Fig. 1: cells by drive strength
Drawn at 2 px/micron.
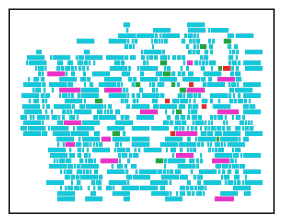
Fig. 2: the metal 3 layer
Drawn at 3 px/micron.
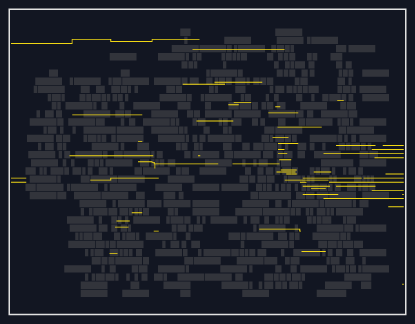
[config.mk]
export PLATFORM = sky130hd
export DESIGN_NAME = num_stepper
export DESIGN_NICKNAME = d
export VERILOG_FILES = /design/src/rtl/num_pkg.sv /design/src/rtl/btn_debounce.sv /design/src/rtl/num_stepper.sv
export SDC_FILE = /design/constraint.sdc
export NUM_CORES = 1
export LEC_CHECK = 0
export CAP_MARGIN = 20
export CORE_ASPECT_RATIO = 0.75
export CORE_MARGIN = 5
export CORE_UTILIZATION = 50
export DETAILED_ROUTE_END_ITERATION = 16
export DONT_BUFFER_PORTS = 1
export PLACE_DENSITY = 0.65
export SLEW_MARGIN = 20
export SYNTH_ARGS = -nofsm -noshare
export SYNTH_HDL_FRONTEND = slang
export SYNTH_SLANG_ARGS = --single-unit
[constraint.sdc]
create_clock -name clk -period 3 [get_ports clk]
set_input_delay 0.3 -clock clk [delete_from_list [all_inputs] [get_ports clk]]
set_output_delay 0.3 -clock clk [all_outputs]
set_load 0.05 [all_outputs]
[src/rtl/num_pkg.sv]
// Shared types and default timing constants for the num_stepper source stage.
package num_pkg;

  localparam int unsigned NUM_W               = 5;
  localparam int unsigned DEBOUNCE_CYCLES_DEF = 1000000;
  localparam int unsigned SCAN_DIV_DEF        = 50000000;

  typedef logic [NUM_W-1:0] num_t;

  typedef enum logic {MANUAL, AUTO} step_state_t;

endpackage

[src/rtl/btn_debounce.sv]
// Push-button conditioner: 2-flop synchroniser, stability counter and a one-cycle press pulse.
module btn_debounce #(
  parameter int unsigned DEBOUNCE_CYCLES = 1000000
) (
  input  logic clk,
  input  logic rst_n,
  input  logic btn,
  output logic press
);

  localparam int unsigned CNT_W = (DEBOUNCE_CYCLES > 1) ? $clog2(DEBOUNCE_CYCLES) : 1;

  logic             sync1;
  logic             sync2;
  logic             state;
  logic             armed;
  logic [CNT_W-1:0] cnt;

  logic mismatch_c;
  logic arm_wait_c;
  logic counting_c;
  logic done_c;

  // Until a released level has been confirmed after reset, a held button may
  // settle the debounced state high but never produces a press.
  assign mismatch_c = (sync2 != state);
  assign arm_wait_c = !armed && !state && !sync2;
  assign counting_c = mismatch_c || arm_wait_c;
  assign done_c     = counting_c && (cnt == CNT_W'(DEBOUNCE_CYCLES - 1));

  always_ff @(posedge clk or negedge rst_n) begin
    if (!rst_n) begin
      sync1 <= 1'b0;
      sync2 <= 1'b0;
      state <= 1'b0;
      armed <= 1'b0;
      cnt   <= '0;
      press <= 1'b0;
    end else begin
      sync1 <= btn;
      sync2 <= sync1;
      press <= 1'b0;
      if (!counting_c) begin
        cnt <= '0;
      end else if (done_c) begin
        cnt   <= '0;
        state <= sync2;
        if (sync2) press <= armed;
        else       armed <= 1'b1;
      end else begin
        cnt <= cnt + CNT_W'(1);
      end
    end
  end

endmodule

[src/rtl/num_stepper.sv]
// Operator-driven 5-bit value source: step/load by buttons or auto-scan 0..31.
// Define NUM_SATURATE_EN to clamp at 0/31 instead of wrapping.
module num_stepper
  import num_pkg::*;
#(
  parameter int unsigned DEBOUNCE_CYCLES = DEBOUNCE_CYCLES_DEF,
  parameter int unsigned SCAN_DIV        = SCAN_DIV_DEF
) (
  input  logic             clk,
  input  logic             rst_n,
  input  logic             btn_up,
  input  logic             btn_dn,
  input  logic             btn_load,
  input  logic [NUM_W-1:0] sw,
  input  logic             auto_mode,
  output logic [NUM_W-1:0] num,
  output logic             num_changed
);

  localparam int unsigned PRESC_W = (SCAN_DIV > 1) ? $clog2(SCAN_DIV) : 1;

  step_state_t        state;
  step_state_t        state_d;
  logic [PRESC_W-1:0] presc;
  logic [PRESC_W-1:0] presc_d;
  num_t               num_d;
  num_t               num_inc;
  num_t               num_dec;
  logic               up_p;
  logic               dn_p;
  logic               load_p;
  logic               auto_s1;
  logic               auto_s2;

  btn_debounce #(.DEBOUNCE_CYCLES(DEBOUNCE_CYCLES)) u_db_up (
    .clk(clk), .rst_n(rst_n), .btn(btn_up), .press(up_p)
  );
  btn_debounce #(.DEBOUNCE_CYCLES(DEBOUNCE_CYCLES)) u_db_dn (
    .clk(clk), .rst_n(rst_n), .btn(btn_dn), .press(dn_p)
  );
  btn_debounce #(.DEBOUNCE_CYCLES(DEBOUNCE_CYCLES)) u_db_load (
    .clk(clk), .rst_n(rst_n), .btn(btn_load), .press(load_p)
  );

`ifdef NUM_SATURATE_EN
  assign num_inc = (num == '1) ? num : num + num_t'(1);
  assign num_dec = (num == '0) ? num : num - num_t'(1);
`else
  assign num_inc = num + num_t'(1);
  assign num_dec = num - num_t'(1);
`endif

  always_ff @(posedge clk or negedge rst_n) begin
    if (!rst_n) begin
      auto_s1     <= 1'b0;
      auto_s2     <= 1'b0;
      state       <= MANUAL;
      presc       <= '0;
      num         <= '0;
      num_changed <= 1'b0;
    end else begin
      auto_s1     <= auto_mode;
      auto_s2     <= auto_s1;
      state       <= state_d;
      presc       <= presc_d;
      num         <= num_d;
      num_changed <= (num_d != num);
    end
  end

  // Mode selection and value update; load always wins over a scan step.
  always_comb begin
    state_d = state;
    num_d   = num;
    presc_d = presc;
    case (state)
      MANUAL: begin
        if (load_p)             num_d = sw;
        else if (up_p && !dn_p) num_d = num_inc;
        else if (dn_p && !up_p) num_d = num_dec;
        if (auto_s2) begin
          state_d = AUTO;
          presc_d = '0;
        end
      end
      AUTO: begin
        if (load_p) begin
          num_d   = sw;
          presc_d = '0;
        end else if (presc == PRESC_W'(SCAN_DIV - 1)) begin
          num_d   = num_inc;
          presc_d = '0;
        end else begin
          presc_d = presc + PRESC_W'(1);
        end
        if (!auto_s2) begin
          state_d = MANUAL;
          presc_d = '0;
        end
      end
    endcase
  end

endmodule

==> GITHUB_STEP_SUMMARY <==
## Implementation flow summary

| Metric | Value |
|---|---|
| Vias in the first global route | 4,039 |
| Flop share of the area | 45.2% |
| Crit path DAT | roughly 2.4 ns |
| Fin Hold WS | around 0.077 ns |
| CTS tree | yes |
| Syn nets | between 600 and 700 |
| Critical Path Stages | 6 |
| Unrepaired setup endpoints after global routing | false |
| Max-area cell share | 49.6% |
| Die Y | 101 microns |
| Top comb family, area | simple AND/OR/NAND/NOR gates |
| Area post-placement | 0.00566 sq mm |
| Highest-power group | sequential cells |
| Routed length on met1 | about 5.6 mm |
| P&R area growth vs syn | 9.71% |
| Hold_sp | sw[3] |
| Reg clk slew, reported paths | 0.07 ns |
| Leading cell kind | sequential cells |
| Setup TNS Final | 0 ns |
| M1 GR Usage | between 20 and 25% |
| Worst Setup EP | num_changed$_DFF_PN0_ |
| Post-Synth Simple-Gate Area | 24.8% |
| Max reg flops | 26 |
| Synthesized area | about 0.0056 sq mm |
| Combinational Power Share | 4.5% |
| Min-delay worst type | primary input to flip-flop |
| Comb gates | 433 |
| Synth Seq Share | 49.6% |
| Critical Path Max Stage Delay | approximately 0.84 ns |
| Ys flop type | dfrtp_1 |
| Synth top cell by count | dfrtp_1 |
| Largest net degree at the start of global routing | 111 |
| Clk buf depth | 2 |
| Yosys reg bits | around 110 |
| Worst EP required | 3.21 ns |
| CP startpoint | num[0]$_DFF_PN0_ |
| RePlAce Congestion | 0.862 |
| Dpl cells | just over 700 |
| Xor/xnor share | 9.46% |
| Util after Layout | 55.9% |
| Status | complete, no violations |
| EDFF count, synth | 0 |
| Crit start category | flip-flop |
| Final Non-Filler Cells | around 730 |
| FP Rows | 33 |
| Final worst slack | 0.801 ns |
| Drt total wl | 11.1 mm |
| Most Crowded Layer GR | met2 |
| Root buffer cell | clkbuf_16 |
| Syn. warnings | 0 |
| Worst Skew | 0.00718 ns |
| Slew headroom | 38.3% |
| Clock sinks | 110 |
| Net Switching | 667 uW |
| Port bufs | 0 |
| Worst path buffer plus inverter count | 1 |
| Syn Area/Cell | 9.46 sq um |
| Global-route wire length before repair | 19.5 mm |
| Mux cell area share | 0.969% |
| Max IR drop VDD | slightly above 0.3 mV |
| Final Hold Fails | 0 |
| Comb/total area | 42.9% |
| Fin area | 0.00609 sq mm |
| Flop+latch power | 1540 uW |
| CP top delay family | flip-flops |
| Final Cycle Share | between 70% and 80% |
| WL met2 | 4.77 mm |
| Share of cells above drive strength 1 | 5.74% |
| Slowest-stage cell, CP | dfrtp_1 |
| WHS Path Cells | 2 |
| Post-CTS sizing | 0 |
| DRC errors left | 0 |
| CP Class | flip-flop to flip-flop |
| Detailed router's first-iteration violation count | ~290 |
About Fig. 1:
Key: x6 and larger = magenta [cells 16, share 2.7%, most used clkbuf_16]; x3 and x4 = red [cells 5, share 0.84%, most used buf_4]; x2 = green [cells 13, share 2.2%, most used mux2_2]; x1 and smaller = cyan [cells 558, share 94%, most used dfrtp_1]

About Fig. 2:
The longest straight run is 30.4 microns. 42 nets have wire on it. The layer carries 603 microns of wire. The layer holds 5.5% of the routed length.

Power figures rest on the tool's default switching activity, not on a simulated workload.
